**src/rtl/oled_colours_pkg.sv**
```systemverilog
// rtl/oled_colours_pkg.sv - RGB565 colour constants, palette and screen FSM encodings
package oled_colours_pkg;

  localparam logic [15:0] BLACK   = 16'h0000;
  localparam logic [15:0] WHITE   = 16'hFFFF;
  localparam logic [15:0] RED     = 16'hF800;
  localparam logic [15:0] GREEN   = 16'h07E0;
  localparam logic [15:0] BLUE    = 16'h001F;
  localparam logic [15:0] YELLOW  = 16'hFFE0;
  localparam logic [15:0] ORANGE  = 16'hFC00;
  localparam logic [15:0] CYAN    = 16'h07FF;
  localparam logic [15:0] MAGENTA = 16'hF81F;
  localparam logic [15:0] BROWN   = 16'h8204;
  localparam logic [15:0] SKYBLUE = 16'h5FFF;

  localparam logic [15:0] PALETTE [0:7] = '{GREEN, YELLOW, RED, CYAN, BLUE, MAGENTA, ORANGE, WHITE};

  typedef enum logic [1:0] {
    MODE_SOLID = 2'd0,
    MODE_CYCLE = 2'd1,
    MODE_WIPE  = 2'd2,
    MODE_BLINK = 2'd3
  } mode_e;

  typedef enum logic [1:0] {
    ST_IDLE = 2'd0,
    ST_RUN  = 2'd1,
    ST_HOLD = 2'd2
  } state_e;

  function automatic logic [15:0] palette_colour(input logic [2:0] idx);
    return PALETTE[idx];
  endfunction

endpackage

```
**src/rtl/game_screen_anim_if.sv**
```systemverilog
// rtl/game_screen_anim_if.sv - control, pixel-address and pixel-data bundle of the animated game screen
interface game_screen_anim_if;
  logic        frame_begin;
  logic        start;
  logic        abort;
  logic [1:0]  mode;
  logic [6:0]  x;
  logic [5:0]  y;
  logic [15:0] oled_data;
  logic        busy;
  logic        done;

  modport master (
    output frame_begin, start, abort, mode, x, y,
    input  oled_data, busy, done
  );

  modport slave (
    input  frame_begin, start, abort, mode, x, y,
    output oled_data, busy, done
  );
endinterface

```
**src/rtl/screen_pixel_sel.sv**
```systemverilog
// rtl/screen_pixel_sel.sv - combinational colour lookup for one (x, y) given the animation state
module screen_pixel_sel
  import oled_colours_pkg::*;
#(
  parameter int WIDTH       = 96,
  parameter int HEIGHT      = 64,
  parameter int NUM_COLOURS = 4,
  parameter int BORDER      = 2,
  parameter int ST_W        = 3,
  parameter int WR_W        = 7
) (
  input  state_e            state,
  input  mode_e             mode,
  input  logic [ST_W-1:0]   step,
  input  logic              phase,
  input  logic [WR_W-1:0]   wipe_row,
  input  logic [6:0]        x,
  input  logic [5:0]        y,
  output logic [15:0]       colour
);

  localparam logic [7:0] W8 = 8'(WIDTH);
  localparam logic [7:0] H8 = 8'(HEIGHT);
  localparam logic [7:0] B8 = 8'(BORDER);
  localparam logic [2:0] INTERIOR_IDX = 3'(2 % NUM_COLOURS);

  logic [7:0] x_e, y_e, row_e;
  logic       in_range, border;

  always_comb begin
    x_e      = {1'b0, x};
    y_e      = {2'b00, y};
    row_e    = 8'(wipe_row);
    in_range = (x_e < W8) && (y_e < H8);
    border   = (x_e < B8) || (x_e >= W8 - B8) || (y_e < B8) || (y_e >= H8 - B8);
    colour   = BLACK;
    if (in_range && state != ST_IDLE) begin
      case (mode)
        MODE_SOLID: colour = palette_colour(3'd0);
        MODE_CYCLE: colour = palette_colour(3'(step));
        MODE_WIPE:  colour = (y_e < row_e) ? palette_colour(3'd0) : BLACK;
        default:    colour = border ? palette_colour({2'b00, phase}) : palette_colour(INTERIOR_IDX);
      endcase
    end
  end

endmodule

```
**src/rtl/game_screen_anim.sv**
```systemverilog
// rtl/game_screen_anim.sv - animated game screen: IDLE/RUN/HOLD FSM, frame/step counters, registered pixel
module game_screen_anim
  import oled_colours_pkg::*;
#(
  parameter int WIDTH           = 96,
  parameter int HEIGHT          = 64,
  parameter int NUM_COLOURS     = 4,
  parameter int FRAMES_PER_STEP = 15,
  parameter int BORDER          = 2
) (
  input  logic               clk,
  input  logic               reset,
  game_screen_anim_if.slave  bus
);

  localparam int FC_W = $clog2(FRAMES_PER_STEP + 1);
  localparam int ST_W = $clog2(NUM_COLOURS + 1);
  localparam int WR_W = $clog2(HEIGHT + 1);

  state_e            state_q, state_d;
  mode_e             mode_q, mode_d;
  logic [FC_W-1:0]   frame_cnt_q, frame_cnt_d;
  logic [ST_W-1:0]   step_q, step_d;
  logic [WR_W-1:0]   wipe_row_q, wipe_row_d;
  logic              phase_q, phase_d;
  logic [15:0]       oled_data_q, oled_data_d;
  logic              done_q, done_d;
  logic              step_evt;
  logic [15:0]       pix_colour;

  always_ff @(posedge clk or posedge reset) begin
    if (reset) begin
      state_q     <= ST_IDLE;
      mode_q      <= MODE_SOLID;
      frame_cnt_q <= '0;
      step_q      <= '0;
      wipe_row_q  <= '0;
      phase_q     <= 1'b0;
      oled_data_q <= '0;
      done_q      <= 1'b0;
    end else begin
      state_q     <= state_d;
      mode_q      <= mode_d;
      frame_cnt_q <= frame_cnt_d;
      step_q      <= step_d;
      wipe_row_q  <= wipe_row_d;
      phase_q     <= phase_d;
      oled_data_q <= oled_data_d;
      done_q      <= done_d;
    end
  end

  always_comb begin
    state_d     = state_q;
    mode_d      = mode_q;
    frame_cnt_d = frame_cnt_q;
    step_d      = step_q;
    wipe_row_d  = wipe_row_q;
    phase_d     = phase_q;
    step_evt    = bus.frame_begin && (frame_cnt_q == FC_W'(FRAMES_PER_STEP - 1));
    // abort beats start, and start swallows a coincident frame pulse
    if (bus.abort || bus.start) begin
      state_d     = bus.abort ? ST_IDLE : ST_RUN;
      mode_d      = bus.abort ? mode_q : mode_e'(bus.mode);
      frame_cnt_d = '0;
      step_d      = '0;
      wipe_row_d  = '0;
      phase_d     = 1'b0;
    end else if (state_q == ST_RUN) begin
      case (mode_q)
        MODE_SOLID: state_d = ST_HOLD;
        MODE_WIPE: begin
          if (bus.frame_begin) begin
            wipe_row_d = wipe_row_q + WR_W'(1);
            if (wipe_row_q == WR_W'(HEIGHT - 1)) state_d = ST_HOLD;
          end
        end
        default: begin
          if (bus.frame_begin) frame_cnt_d = step_evt ? '0 : frame_cnt_q + FC_W'(1);
          if (step_evt) begin
            if (mode_q == MODE_BLINK) phase_d = ~phase_q;
            else if (step_q == ST_W'(NUM_COLOURS - 1)) state_d = ST_HOLD;
            else step_d = step_q + ST_W'(1);
          end
        end
      endcase
    end
  end

  screen_pixel_sel #(
    .WIDTH(WIDTH), .HEIGHT(HEIGHT), .NUM_COLOURS(NUM_COLOURS),
    .BORDER(BORDER), .ST_W(ST_W), .WR_W(WR_W)
  ) u_pixel_sel (
    .state(state_q), .mode(mode_q), .step(step_q), .phase(phase_q),
    .wipe_row(wipe_row_q), .x(bus.x), .y(bus.y), .colour(pix_colour)
  );

  always_comb begin
    oled_data_d = pix_colour;
    done_d      = (state_d == ST_HOLD) && (state_q != ST_HOLD);
  end

  assign bus.oled_data = oled_data_q;
  assign bus.busy      = (state_q == ST_RUN);
  assign bus.done      = done_q;

endmodule

```
**src/flat_wrapper.sv**
```systemverilog
// flat-port wrapper written by rule: the top's interface ports become plain ports
module game_screen_anim_flat import oled_colours_pkg::*;
#(
  parameter int WIDTH           = 96,
  parameter int HEIGHT          = 64,
  parameter int NUM_COLOURS     = 4,
  parameter int FRAMES_PER_STEP = 15,
  parameter int BORDER          = 2
)
  (clk, reset, bus_frame_begin, bus_start, bus_abort, bus_mode, bus_x, bus_y, bus_oled_data, bus_busy, bus_done);
  game_screen_anim_if bus_i ();
  input  logic clk;
  input  logic reset;
  input wire logic [$bits(bus_i.frame_begin)-1:0] bus_frame_begin;
  input wire logic [$bits(bus_i.start)-1:0] bus_start;
  input wire logic [$bits(bus_i.abort)-1:0] bus_abort;
  input wire logic [$bits(bus_i.mode)-1:0] bus_mode;
  input wire logic [$bits(bus_i.x)-1:0] bus_x;
  input wire logic [$bits(bus_i.y)-1:0] bus_y;
  output wire logic [$bits(bus_i.oled_data)-1:0] bus_oled_data;
  output wire logic [$bits(bus_i.busy)-1:0] bus_busy;
  output wire logic [$bits(bus_i.done)-1:0] bus_done;
  assign bus_i.frame_begin = bus_frame_begin;
  assign bus_i.start = bus_start;
  assign bus_i.abort = bus_abort;
  assign bus_i.mode = bus_mode;
  assign bus_i.x = bus_x;
  assign bus_i.y = bus_y;
  assign bus_oled_data = bus_i.oled_data;
  assign bus_busy = bus_i.busy;
  assign bus_done = bus_i.done;
  game_screen_anim #(.WIDTH(WIDTH), .HEIGHT(HEIGHT), .NUM_COLOURS(NUM_COLOURS), .FRAMES_PER_STEP(FRAMES_PER_STEP), .BORDER(BORDER)) u_core (.clk(clk), .reset(reset), .bus(bus_i));
endmodule
```
**config.mk**
```make
export PLATFORM = sky130hd
export DESIGN_NAME = game_screen_anim_flat
export DESIGN_NICKNAME = d
export VERILOG_FILES = /design/src/rtl/oled_colours_pkg.sv /design/src/rtl/game_screen_anim_if.sv /design/src/rtl/screen_pixel_sel.sv /design/src/rtl/game_screen_anim.sv /design/src/flat_wrapper.sv
export SDC_FILE = /design/constraint.sdc
export NUM_CORES = 1
export LEC_CHECK = 0
export CAP_MARGIN = 20
export CORE_ASPECT_RATIO = 1.75
export CORE_UTILIZATION = 40
export CTS_CLUSTER_SIZE = 10
export DETAILED_ROUTE_END_ITERATION = 8
export PLACE_DENSITY = 0.71
export SYNTH_ARGS = -nofsm -noshare
export SYNTH_HDL_FRONTEND = slang
export SYNTH_HIERARCHICAL = 1
export SYNTH_SLANG_ARGS = --single-unit
```
**constraint.sdc**
```tcl
create_clock -name clk -period 3.2 [get_ports clk]
set_input_delay 0.48 -clock clk [delete_from_list [all_inputs] [get_ports clk]]
set_output_delay 0.48 -clock clk [all_outputs]
set_load 0.005 [all_outputs]
```
==> flow_summary.ini <==
; yosys + openroad results
[outcome]
outcome = complete, no violations

[grt]
antenna_found_initial = 0
use_met2 = 0.3303
use_met3 = 0.02427

[power_and_ir_drop]
power.switching_uw = 247.8
pg_clk_uw = 394
total_leakage_power_nw = 0.9887

[final_timing]
holdWs_ps = 552.9
period_needed_ps = 2023

[final_layout]
final_cell_mix = clkdlybuf4s50_1 (36), dfrtp_1 (36), inv_1 (17)
regArea_um2 = 900.9
comb_cells = 123

[critical_path]
startpoint = bus_frame_begin
slowest_stage = or4_1
cp_num_buf_inv = 1

[run]
cap_violations = 0
log.warning_count = 29

[clocking]
cts.sinks = 36
cts-root-buf = clkbuf_8
cts_resized = 0
postCtsSetupBuffers = 0
htree_num_levels = 2
hold_buffers = 0

[synthesis]
fa_ha_area_frac = 0.07767
ff_type = dfrtp_1
ys_ff = 36
ys_sh_xor = 0
yosysCellCount = 191
syn-num-nets = 223
ys_area_um2 = 1933
syn_inst = 191
area_leaders = dfrtp_1 (47%), ha_1 (7.8%), buf_4 (4.7%)

[hold_path]
hold_path.class = reg2reg
holdPathStages = 1

[detailed_routing]
met1_length_mm = 1.441
drt-total-wl_mm = 3.867
drt-initial-drc-count = 21
drt_first_pass_iters = 4

[place]
gp_congestion = 0.8049
**Sizing map**

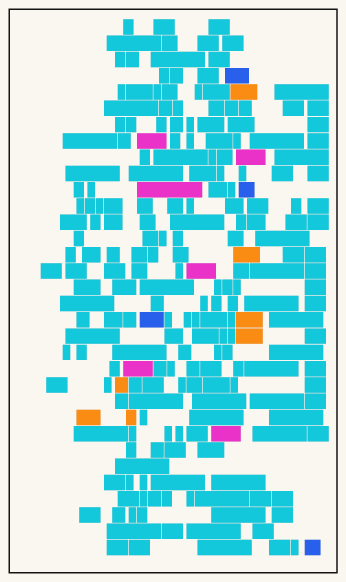
[blue] _3 and _4 cells | cells: 4 | share: 1.8%
[magenta] _6 and larger | cells: 6 | share: 2.7%
[orange] _2 cells | cells: 7 | share: 3.2%
[cyan] _0 and _1 cells | cells: 204 | share: 92%
crit path setup slack, layout: 1177 ps
Signal buffers: 37
final instance area: 2375 um2
area grow syn2layout: 22.85%

**Zoomed window**

Region (31, 60) to (51, 80) um. Cells in gray, sequential cells in the stronger gray; small squares are vias.
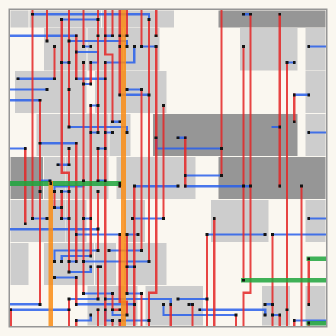
[green] metal 3
[orange] metal 4
[red] metal 2
[blue] metal 1
netlist names of flops here include: u_core/bus.oled_data (2)
most frequent: ha_1 (4), inv_1 (3)
sequential cells in the window: 2
cells with their middle in the window: 23

**Cell placement**

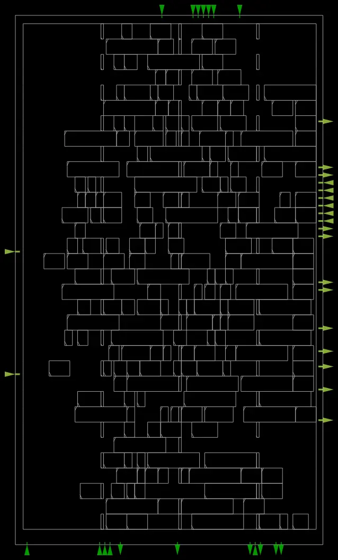
flop share of the area: 0.3793
Util after Layout: 0.5090
FFs & Latches: 36
tap cells: 52

**I/O pins on the die edge**

Scale bar: 20 um. Pins as bars across the die edge, other pins in gray.
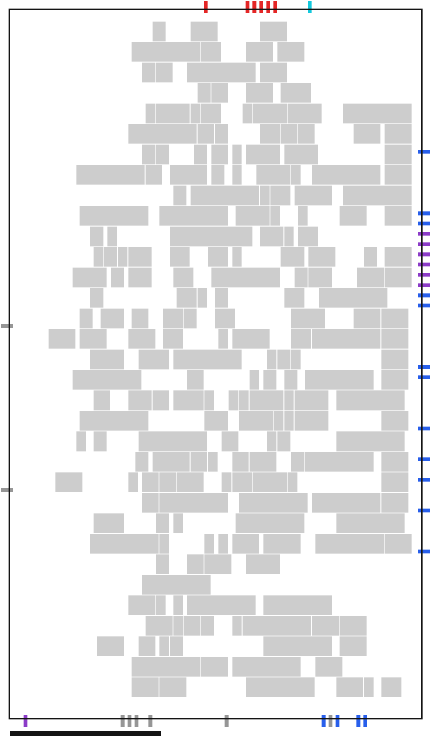
[purple] bus_x | pins: 7 | direction: input | edge: 6 east, 1 south
[blue] bus_oled_data | pins: 16 | direction: output | edge: 12 east, 4 south
[red] bus_y | pins: 6 | direction: input | edge: north
[cyan] clk | pins: 1 | direction: input | edge: north
all pins by edge: 18 east, 11 south, 7 north, 2 west

